--- src/rtl/io_out_if.sv ---
// CPU-side bundle of the output-port UART stage: byte push strobe, occupancy and overflow status.
interface io_out_if #(
  parameter int FIFO_DEPTH = 8
);
  localparam int CW = $clog2(FIFO_DEPTH) + 1;

  logic [7:0]    out_data;
  logic          out_we;
  logic          out_full;
  logic [CW-1:0] fifo_count;
  logic          overflow;
  logic          ovf_clr;

  modport master (
    output out_data, out_we, ovf_clr,
    input  out_full, fifo_count, overflow
  );

  modport slave (
    input  out_data, out_we, ovf_clr,
    output out_full, fifo_count, overflow
  );
endinterface

--- src/rtl/io_out_uart_tx.sv ---
// Output-port stage: buffers CPU OUT bytes in a small FIFO and serialises them as 8N1 UART.
// Dropped pushes (FIFO full) are flagged in a sticky overflow bit.
module io_out_uart_tx #(
  parameter int CLKS_PER_BIT = 16,
  parameter int FIFO_DEPTH   = 8
) (
  input  logic     clk,
  input  logic     rst,
  io_out_if.slave  cpu,
  output logic     tx_o,
  output logic     busy_o
);
  localparam int PW = $clog2(FIFO_DEPTH);
  localparam int CW = PW + 1;
  localparam int BW = $clog2(CLKS_PER_BIT);

  localparam logic [1:0] ST_IDLE  = 2'd0;
  localparam logic [1:0] ST_START = 2'd1;
  localparam logic [1:0] ST_DATA  = 2'd2;
  localparam logic [1:0] ST_STOP  = 2'd3;

  logic [7:0]    mem_q [FIFO_DEPTH];
  logic [PW-1:0] wr_ptr_q, wr_ptr_d;
  logic [PW-1:0] rd_ptr_q, rd_ptr_d;
  logic [CW-1:0] count_q, count_d;
  logic          ovf_q, ovf_d;
  logic [1:0]    state_q, state_d;
  logic [BW-1:0] baud_q, baud_d;
  logic [2:0]    bit_q, bit_d;
  logic [7:0]    shift_q, shift_d;
  logic          tx_q, tx_d;
  logic          busy_q, busy_d;

  logic full, push, pop, baud_last;

  assign full      = (count_q == CW'(FIFO_DEPTH));
  assign push      = cpu.out_we && !full;
  assign pop       = (state_q == ST_IDLE) && (count_q != '0);
  assign baud_last = (baud_q == BW'(CLKS_PER_BIT - 1));

  assign cpu.out_full   = full;
  assign cpu.fifo_count = count_q;
  assign cpu.overflow   = ovf_q;
  assign tx_o           = tx_q;
  assign busy_o         = busy_q;

  always_comb begin
    wr_ptr_d = push ? wr_ptr_q + PW'(1) : wr_ptr_q;
    rd_ptr_d = pop  ? rd_ptr_q + PW'(1) : rd_ptr_q;
    count_d  = count_q + CW'(push) - CW'(pop);
    // A dropped push wins over a simultaneous clear.
    ovf_d    = ovf_q;
    if (cpu.out_we && full) ovf_d = 1'b1;
    else if (cpu.ovf_clr)   ovf_d = 1'b0;
  end

  always_comb begin
    state_d = state_q;
    baud_d  = baud_q;
    bit_d   = bit_q;
    shift_d = shift_q;
    tx_d    = tx_q;
    busy_d  = busy_q;
    case (state_q)
      ST_IDLE: begin
        tx_d = 1'b1;
        if (pop) begin
          state_d = ST_START;
          shift_d = mem_q[rd_ptr_q];
          baud_d  = '0;
          tx_d    = 1'b0;
          busy_d  = 1'b1;
        end
      end
      ST_START: begin
        if (baud_last) begin
          state_d = ST_DATA;
          baud_d  = '0;
          bit_d   = 3'd0;
          tx_d    = shift_q[0];
        end else begin
          baud_d = baud_q + BW'(1);
        end
      end
      ST_DATA: begin
        if (baud_last) begin
          baud_d = '0;
          if (bit_q == 3'd7) begin
            state_d = ST_STOP;
            tx_d    = 1'b1;
          end else begin
            // tx is registered, so present the next bit from the pre-shift value.
            shift_d = shift_q >> 1;
            bit_d   = bit_q + 3'd1;
            tx_d    = shift_q[1];
          end
        end else begin
          baud_d = baud_q + BW'(1);
        end
      end
      ST_STOP: begin
        if (baud_last) begin
          state_d = ST_IDLE;
          busy_d  = 1'b0;
        end else begin
          baud_d = baud_q + BW'(1);
        end
      end
      default: begin
        state_d = ST_IDLE;
        tx_d    = 1'b1;
        busy_d  = 1'b0;
      end
    endcase
  end

  always_ff @(posedge clk) begin
    if (push) mem_q[wr_ptr_q] <= cpu.out_data;
  end

  always_ff @(posedge clk or negedge rst) begin
    if (!rst) begin
      wr_ptr_q <= '0;
      rd_ptr_q <= '0;
      count_q  <= '0;
      ovf_q    <= 1'b0;
      state_q  <= ST_IDLE;
      baud_q   <= '0;
      bit_q    <= 3'd0;
      shift_q  <= 8'h00;
      tx_q     <= 1'b1;
      busy_q   <= 1'b0;
    end else begin
      wr_ptr_q <= wr_ptr_d;
      rd_ptr_q <= rd_ptr_d;
      count_q  <= count_d;
      ovf_q    <= ovf_d;
      state_q  <= state_d;
      baud_q   <= baud_d;
      bit_q    <= bit_d;
      shift_q  <= shift_d;
      tx_q     <= tx_d;
      busy_q   <= busy_d;
    end
  end
endmodule

--- src/flat_wrapper.sv ---
// flat-port wrapper written by rule: the top's interface ports become plain ports
module io_out_uart_tx_flat 
#(
  parameter int CLKS_PER_BIT = 16,
  parameter int FIFO_DEPTH   = 8
)
  (clk, rst, tx_o, busy_o, cpu_out_data, cpu_out_we, cpu_ovf_clr, cpu_out_full, cpu_fifo_count, cpu_overflow);
  io_out_if #(.FIFO_DEPTH(FIFO_DEPTH)) cpu_i ();
  input  logic clk;
  input  logic rst;
  output logic tx_o;
  output logic busy_o;
  input wire logic [$bits(cpu_i.out_data)-1:0] cpu_out_data;
  input wire logic [$bits(cpu_i.out_we)-1:0] cpu_out_we;
  input wire logic [$bits(cpu_i.ovf_clr)-1:0] cpu_ovf_clr;
  output wire logic [$bits(cpu_i.out_full)-1:0] cpu_out_full;
  output wire logic [$bits(cpu_i.fifo_count)-1:0] cpu_fifo_count;
  output wire logic [$bits(cpu_i.overflow)-1:0] cpu_overflow;
  assign cpu_i.out_data = cpu_out_data;
  assign cpu_i.out_we = cpu_out_we;
  assign cpu_i.ovf_clr = cpu_ovf_clr;
  assign cpu_out_full = cpu_i.out_full;
  assign cpu_fifo_count = cpu_i.fifo_count;
  assign cpu_overflow = cpu_i.overflow;
  io_out_uart_tx #(.CLKS_PER_BIT(CLKS_PER_BIT), .FIFO_DEPTH(FIFO_DEPTH)) u_core (.clk(clk), .rst(rst), .cpu(cpu_i), .tx_o(tx_o), .busy_o(busy_o));
endmodule
--- config.mk ---
export PLATFORM = sky130hd
export DESIGN_NAME = io_out_uart_tx_flat
export DESIGN_NICKNAME = d
export VERILOG_FILES = /design/src/rtl/io_out_if.sv /design/src/rtl/io_out_uart_tx.sv /design/src/flat_wrapper.sv
export SDC_FILE = /design/constraint.sdc
export NUM_CORES = 1
export LEC_CHECK = 0
export CORE_ASPECT_RATIO = 2
export CORE_MARGIN = 2
export CORE_UTILIZATION = 55
export CTS_BUF_LIST = sky130_fd_sc_hd__clkbuf_16
export DETAILED_ROUTE_END_ITERATION = 8
export PLACE_DENSITY_LB_ADDON = 0.15
export SLEW_MARGIN = 20
export SYNTH_ARGS = -nofsm -noshare
export SYNTH_HDL_FRONTEND = slang
export SYNTH_SLANG_ARGS = --single-unit
--- constraint.sdc ---
create_clock -name clk -period 2.47 [get_ports clk]
set_input_delay 0.494 -clock clk [delete_from_list [all_inputs] [get_ports clk]]
set_output_delay 0.494 -clock clk [all_outputs]
set_load 0.05 [all_outputs]
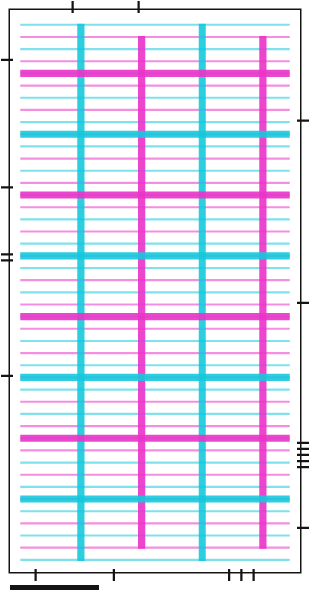
(images/power_grid.png)
Bar = 20 microns. Pins as bars on the die edge.
legend:
  VSS:
    color: cyan
  VDD:
    color: magenta
met4 straps: 4
met5 straps: 8
rows: 44
met1 rails: 45
signal pins: 20

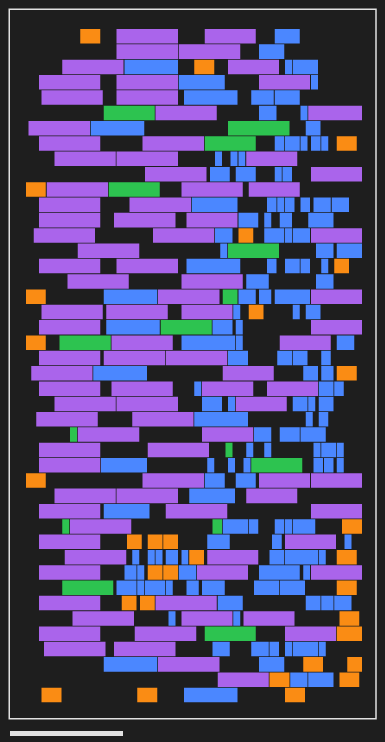
(images/placement_by_type.png)
Bar = 20 microns.
legend:
  remaining buffers and delay cells:
    color: orange
    cells: 31
  combinational and other logic:
    color: blue
    cells: 147
  sequential cells:
    color: purple
    cells: 94
  clock drivers and dummy loads:
    color: green
    cells: 15

==> out/metrics.cfg <==
[sta]
setup_tns_ns=0
finalHoldViolCount=0
max_freq_mhz=445
layout_setup_ws_ns=0.221
fin_hold_ws_ns=0.479
period_needed_ns=2.25
tightest_slew_ns=0.747
setup_violations=0
rsz0062_at_grt=no
finClkSkew_ns=0.00956
slew-limit-headroom=0.502
slew_viol_final=0

[synth]
syn_inst=250
ys_seq_share=0.656
fp_nets=277
simple_gate_share=0.0713
yosysMostFrequentCell=edfxtp_1
synth.top_cell.area_share=0.472
ys_area_sq_um=4070
top_cells_by_count=edfxtp_1, dfrtp_1, nand2_1, nor2_1, ha_1
ys_sh_aoi=0.0752
ys_types=42
yosysCellCount=250
yosysTopAreaCell=edfxtp_1
edf_count=64
async_reset_ff_frac=0.319
synth.area.top_cells=edfxtp_1, dfrtp_1, mux4_1
top_logic_kind=multiplexers
yosys_most_used_dff=edfxtp_1
netlist_area_sq_um=4070
avgSynthCellArea_sq_um=16.3

[pwr]
powerDensity_nw_per_um2=886
irDropWorstVdd_mv=0.612
p_leak_nw=1.82
report.power.total_mw=4.15

[setup_path]
critPathTopFamily=adder cells
criticalPathCategory=reg -> reg
crit_required_ns=2.70
critPathLaunchType=flip-flop
cp_max_fo=5
reg2regPathDepth=8
reg2reg_from=u_core.cpu.fifo_count[2]$_DFF_PN0_
rrSetupSlack_ns=0.22
crit_buf_inv=1
reg2reg_to=u_core.cpu.fifo_count[2]$_DFF_PN0_
critPathMaxStageDelay_ns=0.42
startpoint=u_core.cpu.fifo_count[2]$_DFF_PN0_
cp.depth=8
slowest_stage=or3b_4

[place]
placed_cells=364
place_area_sq_um=4400
pre_cts_ws_ns=0.140

[global_routing]
met1_usage=0.228
antenna_found_initial=0
grt_overflow=0
grt_use_met3=0.0402
busiest_layer=met2
grt_pass1_wl_mm=12.0
grt_pass1_vias=2331
grt_use_total=0.204

[cells_and_area]
seqCellArea_sq_um=2670
fin_nets=310
final_cell_mix=edfxtp_1, dfrtp_1, nand2_1, clkdlybuf4s50_1, nor2_1
postLayoutCoreUtil=0.650
layout.cells.most_common=edfxtp_1
syn_to_final_growth_pct=15.0
design_area_sq_um=4680
logic_area_sq_um=1300

[clock_tree]
clockBufferDepth=2
insertion_delay_ns=0.34
cts_buffers=9
cts_resized=0
cts_hold_buf=0
clock_sinks=94
cts_root_buffer=clkbuf_16
postCtsSetupBuffers=0
cts_tree=done

[min_path]
hp-class=reg -> reg
hold_path_depth=2
worst_hold_path.endpoint=u_core.tx_o$_DFFE_PN1P_

[route]
highest_layer=met4
route.met3.wl_microns=217
vias=2200
wirelength_mm=7.45
drt_pass1_iterations=6
wl_per_cell_microns=19.7
wl_met1_mm=2.85
dr_wl_met2_mm=4.22

[die]
fp_util=0.565
die.size.y_microns=126
coreArea_sq_um=7210
fp.dieW_microns=64.9
num_rows=44
ioPinCount=20
chipArea_sq_um=8150

[status]
status=finished, final reports clean

[flow_run]
maxCapViolCount=0
warnings=30

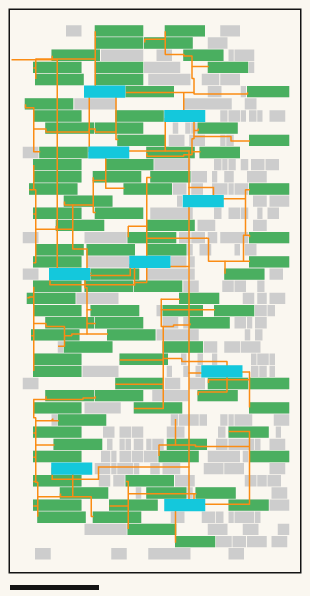
(images/clk_routes.png)
Bar = 20 microns.
legend:
  clock drivers:
    color: cyan
    count: 9
  flip-flops:
    color: green
    count: 94
  clock wires:
    color: orange
    length: 1020 microns
routed clock nets: 10
flops lie: all over the die

## where the power goes
part	internal, mW	total, mW	switching [mW]
logic	0.326	0.802	0.477
registers	1.93	2.05	0.117
clock network	0.765	1.30	0.533
## flip-flops by register name, summed over array words and instances (netlist names)
signal	cells
u_core.rd_ptr_q	3
u_core.tx_o	1
u_core.baud_q	4
u_core.cpu.overflow	1
u_core.shift_q	8
u_core.busy_o	1
u_core.state_q	2
u_core.cpu.fifo_count	4
u_core.mem_q	64
u_core.wr_ptr_q	3
u_core.bit_q	3
## final cells by class
cell class	instances	share of cell area
timing repair buffer	31	0.0604
clock buffer	9	0.0481
inverter	9	0.00721
sequential	94	0.571
multi-input combinational	138	0.278
tap	92	0.0246
clock inverter	6	0.0115
Power is estimated from default activity; no workload was simulated.
